Design rf_dump_reader, sky130hd; sources not shown.
run_1/m3.png
Drawn at 4 px/micron.
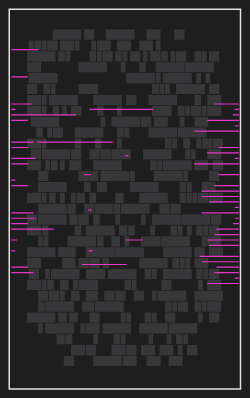
wire length on this layer: 309 microns
main direction: horizontal
nets with wire on the layer: 52
share of all routed wire: 7.3%
Routed Wire Length: 4260 microns
total via count after detailed routing: 1,672
GR Util met3: 0.0479

run_1/ff_map.png
Drawn at 4 px/micron. Other sequential cells in the stronger gray, the rest of the logic in the fainter gray.
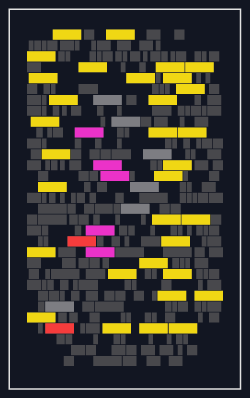
legend:
  yellow:
    netlist_name: dump_data_o
    flops: 32
    where: widely spread
  magenta:
    netlist_name: idx_q
    flops: 5
    where: center
  red:
    netlist_name: state_q
    flops: 2
sequential cell area: 901 sq um
post-route core utilization: 0.632
sequential-cell power consumption: 0.000800 W

run_1/placed.png
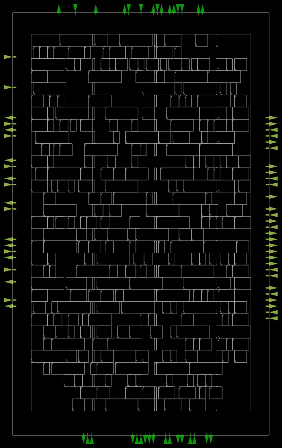
number of standard cells in the final layout excluding fillers: 341
core region area: 4150 sq um
Seq/total area: 0.343
Row Count: 31
well-tap cell count: 49

run_1/class_map.png
Drawn at 6 px/micron.
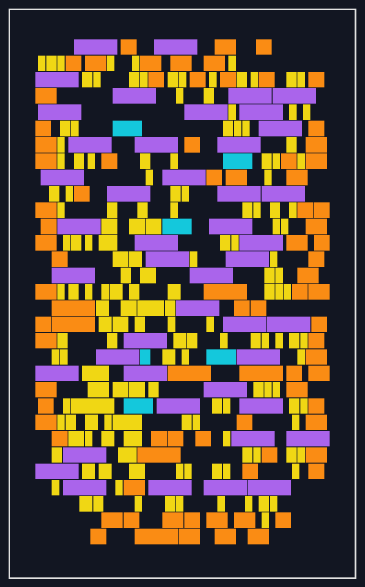
legend:
  purple:
    class: sequential cells
    cells: 45
    share_of_their_area: 35%
  orange:
    class: remaining buffers and delay cells
    cells: 84
    share_of_their_area: 31%
  yellow:
    class: remaining logic cells
    cells: 157
    share_of_their_area: 31%
  cyan:
    class: clock drivers and dummy loads
    cells: 6
    share_of_their_area: 2.9%
post-route cell area: 2630 sq um

==> summary.txt, run 1 <==
The run has ended; figures from its reports follow.

The number of global-route vias before repair was 1,590. The Yosys warning count is 0. The floorplan step set the die width to ~57 microns. The number of OpenROAD warnings is 27. The die outline area is 5430 sq um. The post-synthesis chip area from yosys came out at around 1800 sq um.

Per the cell usage report, the commonest logic cell in the layout is sky130_fd_sc_hd__nand2_1. The global-route track usage on met1 is 0.169. The average instance area after synthesis is about 8.1 sq um. The cell depth of the worst flop-to-flop path came out at 6. Once iteration 0 of detailed routing completed, the report listed 65 DRC markers. For reference, the critical path cell chain is nor2_1 -> nor2b_1 -> buf_12. The routed design could run at a clock period as short as 2.02 ns. The register-to-register setup slack came out at around 0.5 ns. The antenna cell count is 0. For this design, the slowest cell found on the critical path is sky130_fd_sc_hd__dfxtp_1. The count of cell types in the netlist is 27.

Entering global routing, the biggest net connects approximately 46 pins. The clock tree from TritonCTS is done. The number of instances on the worst hold path came out at 2. The worst slew margin relative to its limit came out at 0.654. The die height came out at approximately 95 microns. The worst slack at placement is around 0.46 ns. The final-layout worst hold slack came out at 0.454 ns. The required time reported for the critical path endpoint is about 1.9 ns.

The flow ran to the end, and the final reports show no timing, DRC or antenna violations. The post-CTS setup buffer count is 0. The detailed-route DRC error count came out at 0. The number of hold buffers added after cts is 0.

The peak per-stage delay on the critical path came out at 0.56 ns. For this design, the sink count on the clock tree is 45. The worst setup path is launched from a flip-flop. The sequential area share after synthesis came out at 0.513. The number of antenna violations at the first check in global routing came out at 0. The placed cell area is 2550 sq um.

The via density per instance came out at just under 5. Per the placement log, port buffering inserted 80 buffers. The initial standard-cell utilization of the core is 0.423. Max fanout on the critical path was recorded as 11. The data arrival at the endpoint of the critical path came out at roughly 1.5 ns. Per the CTS log, the root buffer master is sky130_fd_sc_hd__clkbuf_8.

The aggregate negative setup slack is 0 ns.
-- run 1: final cells by class --
cell class / instances / share of cell area
sequential: 45 / 0.343
timing repair buffer: 84 / 0.307
multi-input combinational: 154 / 0.294
clock buffer: 5 / 0.0262
tap: 49 / 0.0234
inverter: 3 / 0.00429
clock inverter: 1 / 0.00191
-- run 1: layer usage --
metal	up-vias	wire length, microns	share of wire
met5	-	0	0
met4	0	72	0.017
met3	8	308	0.072
met2	58	2180	0.51
met1	740	1690	0.40
li1	866	-	-
-- run 1: critical path: cells and delay by family (launching register included) --
kind | cells | cell delay, ns
buffers and inverters | 1 | 0.21
flip-flops | 1 | 0.56
AND/OR/NAND/NOR | 2 | 0.48
-- run 1: metrics by stage --
stage,util,std cells
2_1_floorplan,-,217
3_3_place_gp,0.615,335
3_5_place_dp,0.615,335
4_1_cts,0.632,341
5_1_grt,0.632,341
6_report,0.632,341
-- run 1: cells in the mapped netlist --
cell / number / share of area
sky130_fd_sc_hd__nor3_1: 1 / 0.0028
sky130_fd_sc_hd__nand2_1: 74 / 0.16
sky130_fd_sc_hd__a31oi_1: 2 / 0.0071
sky130_fd_sc_hd__a211oi_1: 1 / 0.0043
sky130_fd_sc_hd__nor3b_1: 1 / 0.0043
sky130_fd_sc_hd__nand3b_4: 1 / 0.011
sky130_fd_sc_hd__and2_1: 1 / 0.0036
sky130_fd_sc_hd__and3b_2: 1 / 0.0057
sky130_fd_sc_hd__or3b_2: 1 / 0.0050
sky130_fd_sc_hd__or3_2: 1 / 0.0043
sky130_fd_sc_hd__a21oi_1: 42 / 0.12
sky130_fd_sc_hd__o211ai_1: 6 / 0.026
sky130_fd_sc_hd__or4_1: 2 / 0.0086
sky130_fd_sc_hd__nand2b_1: 1 / 0.0036
sky130_fd_sc_hd__buf_2: 8 / 0.023
sky130_fd_sc_hd__o311ai_0: 1 / 0.0050
sky130_fd_sc_hd__ha_1: 2 / 0.014
sky130_fd_sc_hd__inv_1: 3 / 0.0064
sky130_fd_sc_hd__nor2_1: 3 / 0.0064
sky130_fd_sc_hd__nor2b_1: 8 / 0.029
sky130_fd_sc_hd__dfxtp_1: 45 / 0.51
sky130_fd_sc_hd__o21ai_0: 1 / 0.0028
sky130_fd_sc_hd__buf_6: 1 / 0.0064
sky130_fd_sc_hd__nand3_1: 2 / 0.0057
sky130_fd_sc_hd__and3_1: 1 / 0.0036
sky130_fd_sc_hd__nand2b_4: 1 / 0.0078
sky130_fd_sc_hd__clkbuf_1: 6 / 0.013
-- run 1: logic make-up after synthesis --
logic type | synth area share
and+or+nand+nor | 0.259
adders and majority gates | 0.0143
DFF | 0.513
AOI/OAI and AO/OA | 0.165
buffers and inverters | 0.0485
-- run 1: report_power, final --
part           leakage, nW  total, W  switching [W]  internal [W]
combinational        0.644  0.000455       0.000323      0.000132
clock               0.0399  0.000424       0.000233      0.000192
sequential           0.366  0.000800      0.0000223      0.000778
total                 1.05   0.00168       0.000578       0.00110
==> inputs of run 2 (changes only) <==
--- a/config.mk
+++ b/config.mk
@@ -8,7 +8,7 @@
 export CAP_MARGIN = 20
 export CORE_ASPECT_RATIO = 1.75
 export CORE_MARGIN = 4
-export CORE_UTILIZATION = 41
+export CORE_UTILIZATION = 37
 export DETAILED_ROUTE_END_ITERATION = 6
 export PLACE_DENSITY_LB_ADDON = 0.15
 export SLEW_MARGIN = 20
==> constraint.sdc (replaced) <==
create_clock -name clk_i -period 1.8 [get_ports clk_i]
set_input_delay 0.36 -clock clk_i [delete_from_list [all_inputs] [get_ports clk_i]]
set_output_delay 0.36 -clock clk_i [all_outputs]
set_load 0.1 [all_outputs]
run_2/sizing.png
Drawn at 4 px/micron.
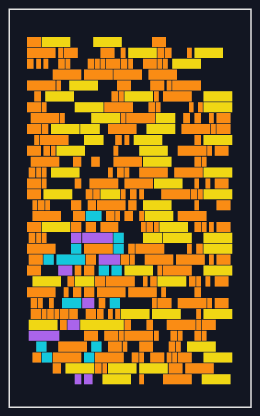
legend:
  yellow:
    size: x6 and larger
    cells: 53
    share: 18%
    most_used: buf_12
  orange:
    size: x1 and smaller
    cells: 226
    share: 75%
    most_used: nand2_1
  purple:
    size: x2
    cells: 9
    share: 3.0%
    most_used: dfxtp_2
  cyan:
    size: x3 and x4
    cells: 14
    share: 4.6%
    most_used: buf_4
total of plain and repair buffers excluding clock buffers: 92
smallest setup slack after layout: 0.0600 ns

==> summary.txt, run 2 <==
The run has ended; figures from its reports follow.

Result of the run: complete, no violations (unchanged). The data arrival at the endpoint of the critical path is 1.96 ns (was 1.54 ns). Synth top area cells: sky130_fd_sc_hd__dfxtp_1 51%, sky130_fd_sc_hd__nand2_1 16%, sky130_fd_sc_hd__a21oi_1 12%, sky130_fd_sc_hd__nor2b_1 2.9%, sky130_fd_sc_hd__o211ai_1 2.6% (unchanged).

The maximum fanout along the worst path came out at 5 (was 11). The number of antenna violations at the first check in global routing is 0 (unchanged). The via density per instance is 4.86 (was 4.90).

The post-CTS setup buffer count was 0 (unchanged). The buffer cell driving the clock tree root is sky130_fd_sc_hd__clkbuf_8 (unchanged). Critical path, cell by cell: ha_1 -> and3_1 -> ha_2 -> nand3b_4 -> or4_4 -> a31oi_1 (was nor2_1 -> nor2b_1 -> buf_12). The number of hold buffers added after cts is 0 (unchanged).

The sink count of the clock tree is 45 (unchanged). The die boundary width is 60.1 microns (was 57.5 microns). The worst slew margin relative to its limit came out at 0.737 (was 0.654). The number of instances on the worst hold path is 2 (unchanged).

The required time reported for the critical path endpoint is 2.02 ns (was 1.92 ns). The area of the core is 4480 sq um (was 4150 sq um). The top cell type's share of synthesized area was 0.513 (unchanged). The total wire length after detailed routing came out at 4740 microns (was 4260 microns). The cell type of the slowest stage on the worst timing path is sky130_fd_sc_hd__or4_4 (was sky130_fd_sc_hd__dfxtp_1). Most instantiated cells after synthesis: 74 x sky130_fd_sc_hd__nand2_1, 45 x sky130_fd_sc_hd__dfxtp_1, 42 x sky130_fd_sc_hd__a21oi_1, 8 x sky130_fd_sc_hd__buf_2, 8 x sky130_fd_sc_hd__nor2b_1 (unchanged). The most common logic cell in the routed design is sky130_fd_sc_hd__nand2_1 (unchanged).
run_2/placed.png
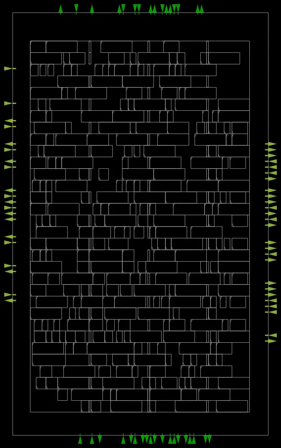
post-route core utilization: 0.719
seq_cells: 45
number of fill cells in the layout: 340

## run 2: cell families after synthesis
logic type / synth area share
buffers and inverters: 0.0485
AND/OR/NAND/NOR: 0.259
flip-flops: 0.513
adder cells (fa/ha/maj): 0.0143
AND-OR/OR-AND: 0.165
## run 2: through the flow
step           area [sq um]  hold slack [ns]  total power, W  utilization  cells
2_1_floorplan          1760            0.458         0.00151            -    217
3_3_place_gp           3100            0.479         0.00182        0.691    345
3_5_place_dp           3100            0.482         0.00183        0.691    345
4_1_cts                3210            0.476         0.00262        0.717    353
5_1_grt                3220            0.484         0.00270        0.719    353
6_report               3220            0.479         0.00258        0.719    353
## run 2: per-layer routing
layer / vias up / global-route usage / routed length [microns]
met3: 8 / 0.0506 / 329
met1: 769 / 0.186 / 1690
met4: 0 / 0.0614 / 85
met5: - / 0 / 0
li1: 885 / - / -
met2: 55 / 0.308 / 2640
## run 2: where the power goes
part	total [W]	switching, W	internal [W]	leakage (nW)
Clock	0.000776	0.000324	0.000453	0.0585
Combinational	0.000723	0.000442	0.000280	0.795
Sequential	0.00108	0.0000436	0.00104	0.367
Total	0.00258	0.000810	0.00177	1.22
## run 2: final cells by class
| cell class | instances | area [sq um] | share of cell area |
|---|---|---|---|
| Clock inverter | 1 | 30.0 | 0.00931 |
| Tap cell | 51 | 63.8 | 0.0198 |
| Clock buffer | 7 | 86.3 | 0.0268 |
| Inverter | 3 | 11.3 | 0.00349 |
| Multi-Input combinational cell | 154 | 781 | 0.242 |
| Sequential cell | 45 | 903 | 0.280 |
| Timing Repair Buffer | 92 | 1350 | 0.418 |
Power is estimated from default activity; no workload was simulated.
